### config.mk
export PLATFORM = sky130hd
export DESIGN_NAME = n13_array_corr_scheduler
export DESIGN_NICKNAME = d
export VERILOG_FILES = /design/src/rtl/n13_array_corr_scheduler.sv
export SDC_FILE = /design/constraint.sdc
export NUM_CORES = 2
export LEC_CHECK = 0
export ABC_AREA = 1
export CAP_MARGIN = 20
export CORE_UTILIZATION = 65
export DETAILED_ROUTE_END_ITERATION = 16
export GPL_ROUTABILITY_DRIVEN = 1
export MAX_ROUTING_LAYER = met4
export PLACE_DENSITY_LB_ADDON = 0.08
export SETUP_SLACK_MARGIN = 0.02
export SYNTH_ARGS = -nofsm -noshare
export SYNTH_HDL_FRONTEND = slang
export SYNTH_SLANG_ARGS = --single-unit
### constraint.sdc
create_clock -name clk -period 44 [get_ports clk]
set_input_delay 8.8 -clock clk [delete_from_list [all_inputs] [get_ports clk]]
set_output_delay 8.8 -clock clk [all_outputs]
set_load 0.02 [all_outputs]
### src/rtl/n13_array_corr_scheduler.sv
// n13_array_corr_scheduler
//  Sequential multi-error corrector for a 5x5 block of AN-coded (A=13) 6-bit
//  codewords. One block is accepted per in_valid/in_ready handshake. All 25
//  cells are split into quotient/residue in one cycle. A single shared decoder
//  then visits every cell, one per cycle, for a fixed 25 cycles. That visit
//  corrects each flagged cell, unless the block has more than MAX_CORR flags.
//
//  Ports
//   clk, rst        rising-edge clock, asynchronous active-high reset
//   in_codewords    150 bits, cell i at [6i+5:6i], i = row*5 + col
//   in_valid        block present on in_codewords
//   in_ready        high only while idle
//   out_msg         75 bits, cell i message at [3i+2:3i]
//   out_err_mask    per-cell residue-nonzero flag
//   out_err_count   popcount of out_err_mask
//   out_uncorr      block had more than MAX_CORR flags, raw quotients emitted
//   out_valid       result valid, held until out_ready
//   out_ready       sink accepts result
module n13_array_corr_scheduler #(
  parameter int ROWS     = 5,
  parameter int COLS     = 5,
  parameter int MAX_CORR = 4
) (
  input  logic         clk,
  input  logic         rst,
  input  logic [149:0] in_codewords,
  input  logic         in_valid,
  output logic         in_ready,
  output logic [74:0]  out_msg,
  output logic [24:0]  out_err_mask,
  output logic [4:0]   out_err_count,
  output logic         out_uncorr,
  output logic         out_valid,
  input  logic         out_ready
);

  localparam int CELLS = ROWS * COLS;

  typedef enum logic [1:0] {IDLE, CALC, CORR, DONE} state_t;

  // Barrett split of a 6-bit word by 13: {err, r[3:0], q[2:0]}.
  // 19/256 underestimates 1/13 by less than one quotient step over 0..63,
  // so a single conditional correction is enough.
  function automatic logic [7:0] barrett_n13(input logic [5:0] cw);
    logic [10:0] prod;
    logic [2:0]  q;
    logic [6:0]  rem;
    prod = {5'd0, cw} * 11'd19;
    q    = prod[10:8];
    rem  = {1'b0, cw} - (7'd13 * {4'd0, q});
    if (rem >= 7'd13) begin
      q   = q + 3'd1;
      rem = rem - 7'd13;
    end else begin
      q   = q;
    end
    return {(rem != 7'd0), rem[3:0], q};
  endfunction

  // Single-bit AN decoder: rebuild the codeword from q/r and find the one
  // bit flip that lands on a multiple of 13. Syndromes +/-2^j mod 13 are all
  // distinct for j=0..5, so at most one flip matches. No match keeps q.
  function automatic logic [2:0] an_decoder_n13(input logic [2:0] q, input logic [3:0] r);
    logic [6:0] cw;
    logic [6:0] flip;
    logic [2:0] msg;
    msg = q;
    cw  = (7'd13 * {4'd0, q}) + {3'd0, r};
    for (int j = 0; j < 6; j++) begin
      flip = cw ^ (7'd1 << j);
      if ((flip % 7'd13) == 7'd0) begin
        msg = 3'(flip / 7'd13);
      end else begin
        msg = msg;
      end
    end
    return msg;
  endfunction

  state_t state, state_nx;

  logic [CELLS-1:0][5:0] cw_reg;
  logic [CELLS-1:0][2:0] q_reg;
  logic [CELLS-1:0][3:0] r_reg;
  logic [CELLS-1:0]      err_reg;
  logic [4:0]            cnt;
  logic                  uncorr;
  logic [4:0]            idx;

  logic [CELLS-1:0][7:0] calc_s;
  logic [4:0]            pop_s;
  logic [2:0]            dec_msg_s;
  logic [CELLS-1:0][2:0] q_upd_s;

  assign in_ready = (state == IDLE) && !rst;

  // Barrett split of every latched cell plus the flag popcount.
  always_comb begin
    pop_s = 5'd0;
    for (int i = 0; i < CELLS; i++) begin
      calc_s[i] = barrett_n13(cw_reg[i]);
      pop_s     = pop_s + {4'd0, calc_s[i][7]};
    end
  end

  // Shared decoder on the cell under idx; result replaces q only when flagged.
  always_comb begin
    dec_msg_s = an_decoder_n13(q_reg[idx], r_reg[idx]);
    q_upd_s   = q_reg;
    if (err_reg[idx] && !uncorr) begin
      q_upd_s[idx] = dec_msg_s;
    end else begin
      q_upd_s[idx] = q_reg[idx];
    end
  end

  // State register.
  always_ff @(posedge clk or posedge rst) begin
    if (rst) begin
      state <= IDLE;
    end else begin
      state <= state_nx;
    end
  end

  // Next-state logic.
  always_comb begin
    state_nx = state;
    case (state)
      IDLE:    if (in_valid) state_nx = CALC; else state_nx = IDLE;
      CALC:    state_nx = CORR;
      CORR:    if (idx == 5'(CELLS - 1)) state_nx = DONE; else state_nx = CORR;
      DONE:    if (out_ready) state_nx = IDLE; else state_nx = DONE;
      default: state_nx = IDLE;
    endcase
  end

  // Datapath and registered outputs.
  always_ff @(posedge clk or posedge rst) begin
    if (rst) begin
      cw_reg        <= '0;
      q_reg         <= '0;
      r_reg         <= '0;
      err_reg       <= '0;
      cnt           <= 5'd0;
      uncorr        <= 1'b0;
      idx           <= 5'd0;
      out_msg       <= 75'd0;
      out_err_mask  <= 25'd0;
      out_err_count <= 5'd0;
      out_uncorr    <= 1'b0;
      out_valid     <= 1'b0;
    end else begin
      case (state)
        IDLE: begin
          if (in_valid) cw_reg <= in_codewords;
        end
        CALC: begin
          for (int i = 0; i < CELLS; i++) begin
            err_reg[i] <= calc_s[i][7];
            r_reg[i]   <= calc_s[i][6:3];
            q_reg[i]   <= calc_s[i][2:0];
          end
          cnt    <= pop_s;
          uncorr <= (pop_s > 5'(MAX_CORR));
          idx    <= 5'd0;
        end
        CORR: begin
          q_reg <= q_upd_s;
          idx   <= idx + 5'd1;
          // Last cell: publish including its own correction this cycle.
          if (idx == 5'(CELLS - 1)) begin
            out_msg       <= q_upd_s;
            out_err_mask  <= err_reg;
            out_err_count <= cnt;
            out_uncorr    <= uncorr;
            out_valid     <= 1'b1;
          end
        end
        DONE: begin
          if (out_ready) out_valid <= 1'b0;
        end
        default: begin
          out_valid <= 1'b0;
        end
      endcase
    end
  end

endmodule

layers.png
The bar under the picture is 100 µm long. Only two layers are drawn.
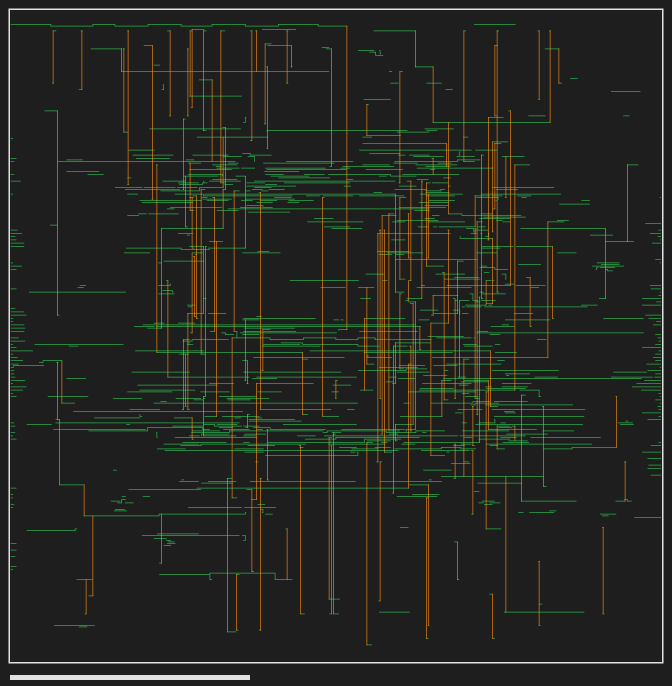
[orange] M4 | wire length: 6160 µm
[green] M3 | wire length: 8980 µm

closeup.png
The bar under the picture is 5 µm long. Window x 194 to 214, y 194 to 214 µm. Cells in grey, sequential cells in the stronger grey; small squares are vias.
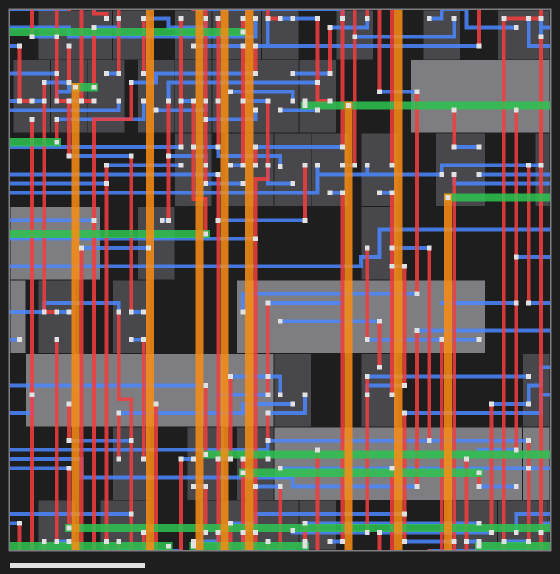
[red] M2
[green] M3
[blue] M1
[orange] M4
cells with their middle in the window: 43
sequential cells in the window: 4
netlist names of flops here include: r_reg (4)
most frequent: nand2_1 (22), o21ai_0 (6)

m1.png
The bar under the picture is 100 µm long. Cells faint in the background.
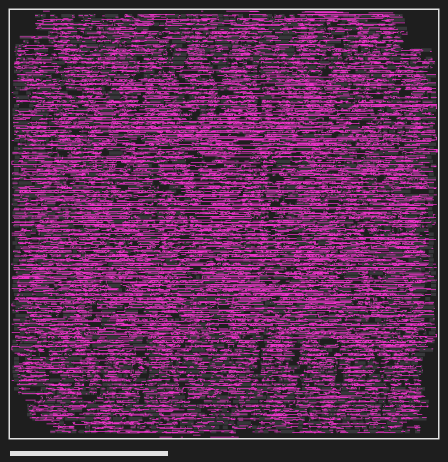
wire length on this layer: 52.5 mm
nets with wire on the layer: 7154

==> metrics.cfg <==
[run_status]
status = complete, no violations

[detailed_routing]
drt-pass1-iter-count = 8
drt-initial-drc-count = 3532
via_per_inst = 5.62
vias = 42964
wl_per_cell_um = 16.6
final_antenna_net_count = 0

[sta]
setup_violations = 0
slew_headroom = 0.228
drv_slew = 0
finalCritPeriodShare = 0.429
fin_crit_ps = 18860
skew_ps = 23.0
rsz0062_at_grt = false
worstMarginPinSlew_ps = 1160

[floorplan]
nWellTaps = 950
core_um2 = 71700
die-area_um2 = 73700

[synth]
synthFlopType = dfrtp_1
largest_area_cell = dfrtp_1
synthCells = 6474
postSynth.asyncResetShare = 1.00
synth_top_area_share = 0.249
edf_count = 0
synth_chip_area_um2 = 47200
ys_types = 65
ys_seq_share = 0.249

[critical_path]
r2r_cells = 37
r2r_slack_ps = 33760
path_cells = clkdlybuf4s50_1 > nor2_1 > clkdlybuf4s50_1
critPathSlowestCell = clkdlybuf4s50_1
worstPathArrival_ps = 10060
r2r_start = cw_reg[7]
path_class = input port to output port
crit_path_end = in_ready

[final_layout]
layout_top_cell = nand2_1
stdcell_area_um2 = 52700
nonClkBufAreaFrac = 0.0551
regArea_um2 = 11800
sh_seq_area = 0.223
non_clock_inverter_count = 1070
drive_gt1_frac = 0.0417
clockNetworkAreaShare = 0.0383

[job]
drv_cap = 0

[clocking]
clock_path_buffers = 3
insertion_delay_ps = 650
postCtsSetupRepairBufs = 0
cts_resized = 0
h-tree-depth = 2

[placed_design]
io_buffers = 261
post-dp-hpwl_um = 94900
postPlaceCellArea_um2 = 50600

[global_routing]
grt_max_degree = 164
grt_pass1_wl_um = 210000
overflow = 0

route_heat.png
The die is cut into 27 by 27 equal tiles; white is low, dark blue is high, scaled to the fullest tile. Values are wire area over tile area, all layers added.
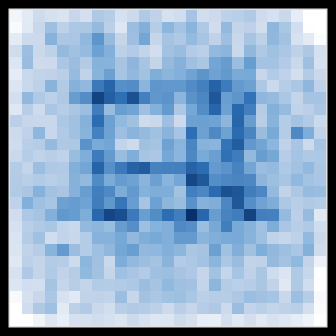
mean over tiles: 0.29
fullest tile: 0.74
densest ninth of the die: centre
tiles over half the peak: 23%
nearly empty tiles: 1.5%

congestion_map.png
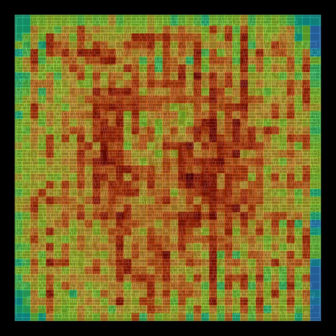
met1 Use GR: 0.440
met2 GRT Util: 0.591

how the worst min path moves through the flow:
stage	start	end	slack (ps)	depth (start not counted)
6_report	out_err_mask[15]	out_err_mask[15]	470	2
5_1_grt	r_reg[33]	r_reg[33]	490	2
4_1_cts	out_err_mask[15]	out_err_mask[15]	470	2
3_5_place_dp	out_err_mask[15]	out_err_mask[15]	460	2
3_3_place_gp	out_err_mask[8]	out_err_mask[8]	460	2
2_1_floorplan	r_reg[82]	r_reg[82]	440	2
kinds of logic (layout without fill, tap and decap cells):
| family | count (synthesis) | count (layout) | synth area share |
|---|---|---|---|
| compound gates | 994 | 994 | 0.118 |
| fa+ha+maj | 871 | 871 | 0.250 |
| mux | 23 | 23 | 0.00548 |
| xor+xnor | 281 | 281 | 0.0524 |
| flops | 470 | 470 | 0.249 |
| other cells | 0 | 1 | 0 |
| simple gates | 2589 | 2589 | 0.225 |
| buf+inv | 1246 | 1468 | 0.101 |
per-layer routing:
| metal | share of wire | track usage | wire, µm |
|---|---|---|---|
| met3 | 0.071 | 0.0481 | 8980 |
| met1 | 0.41 | 0.440 | 52500 |
| met5 | 0 | - | 0 |
| met4 | 0.048 | 0.160 | 6160 |
| met2 | 0.47 | 0.591 | 59500 |
through the flow:
stage	std cells	hold slack, ps	util	setup WS (ps)
after floorplan	6474	444	-	22090
after global placement	7536	456	0.705	25120
after detailed placement	7536	458	0.705	25140
after CTS	7643	473	0.733	25130
after global routing	7647	492	0.734	25090
final	7647	470	0.734	25140
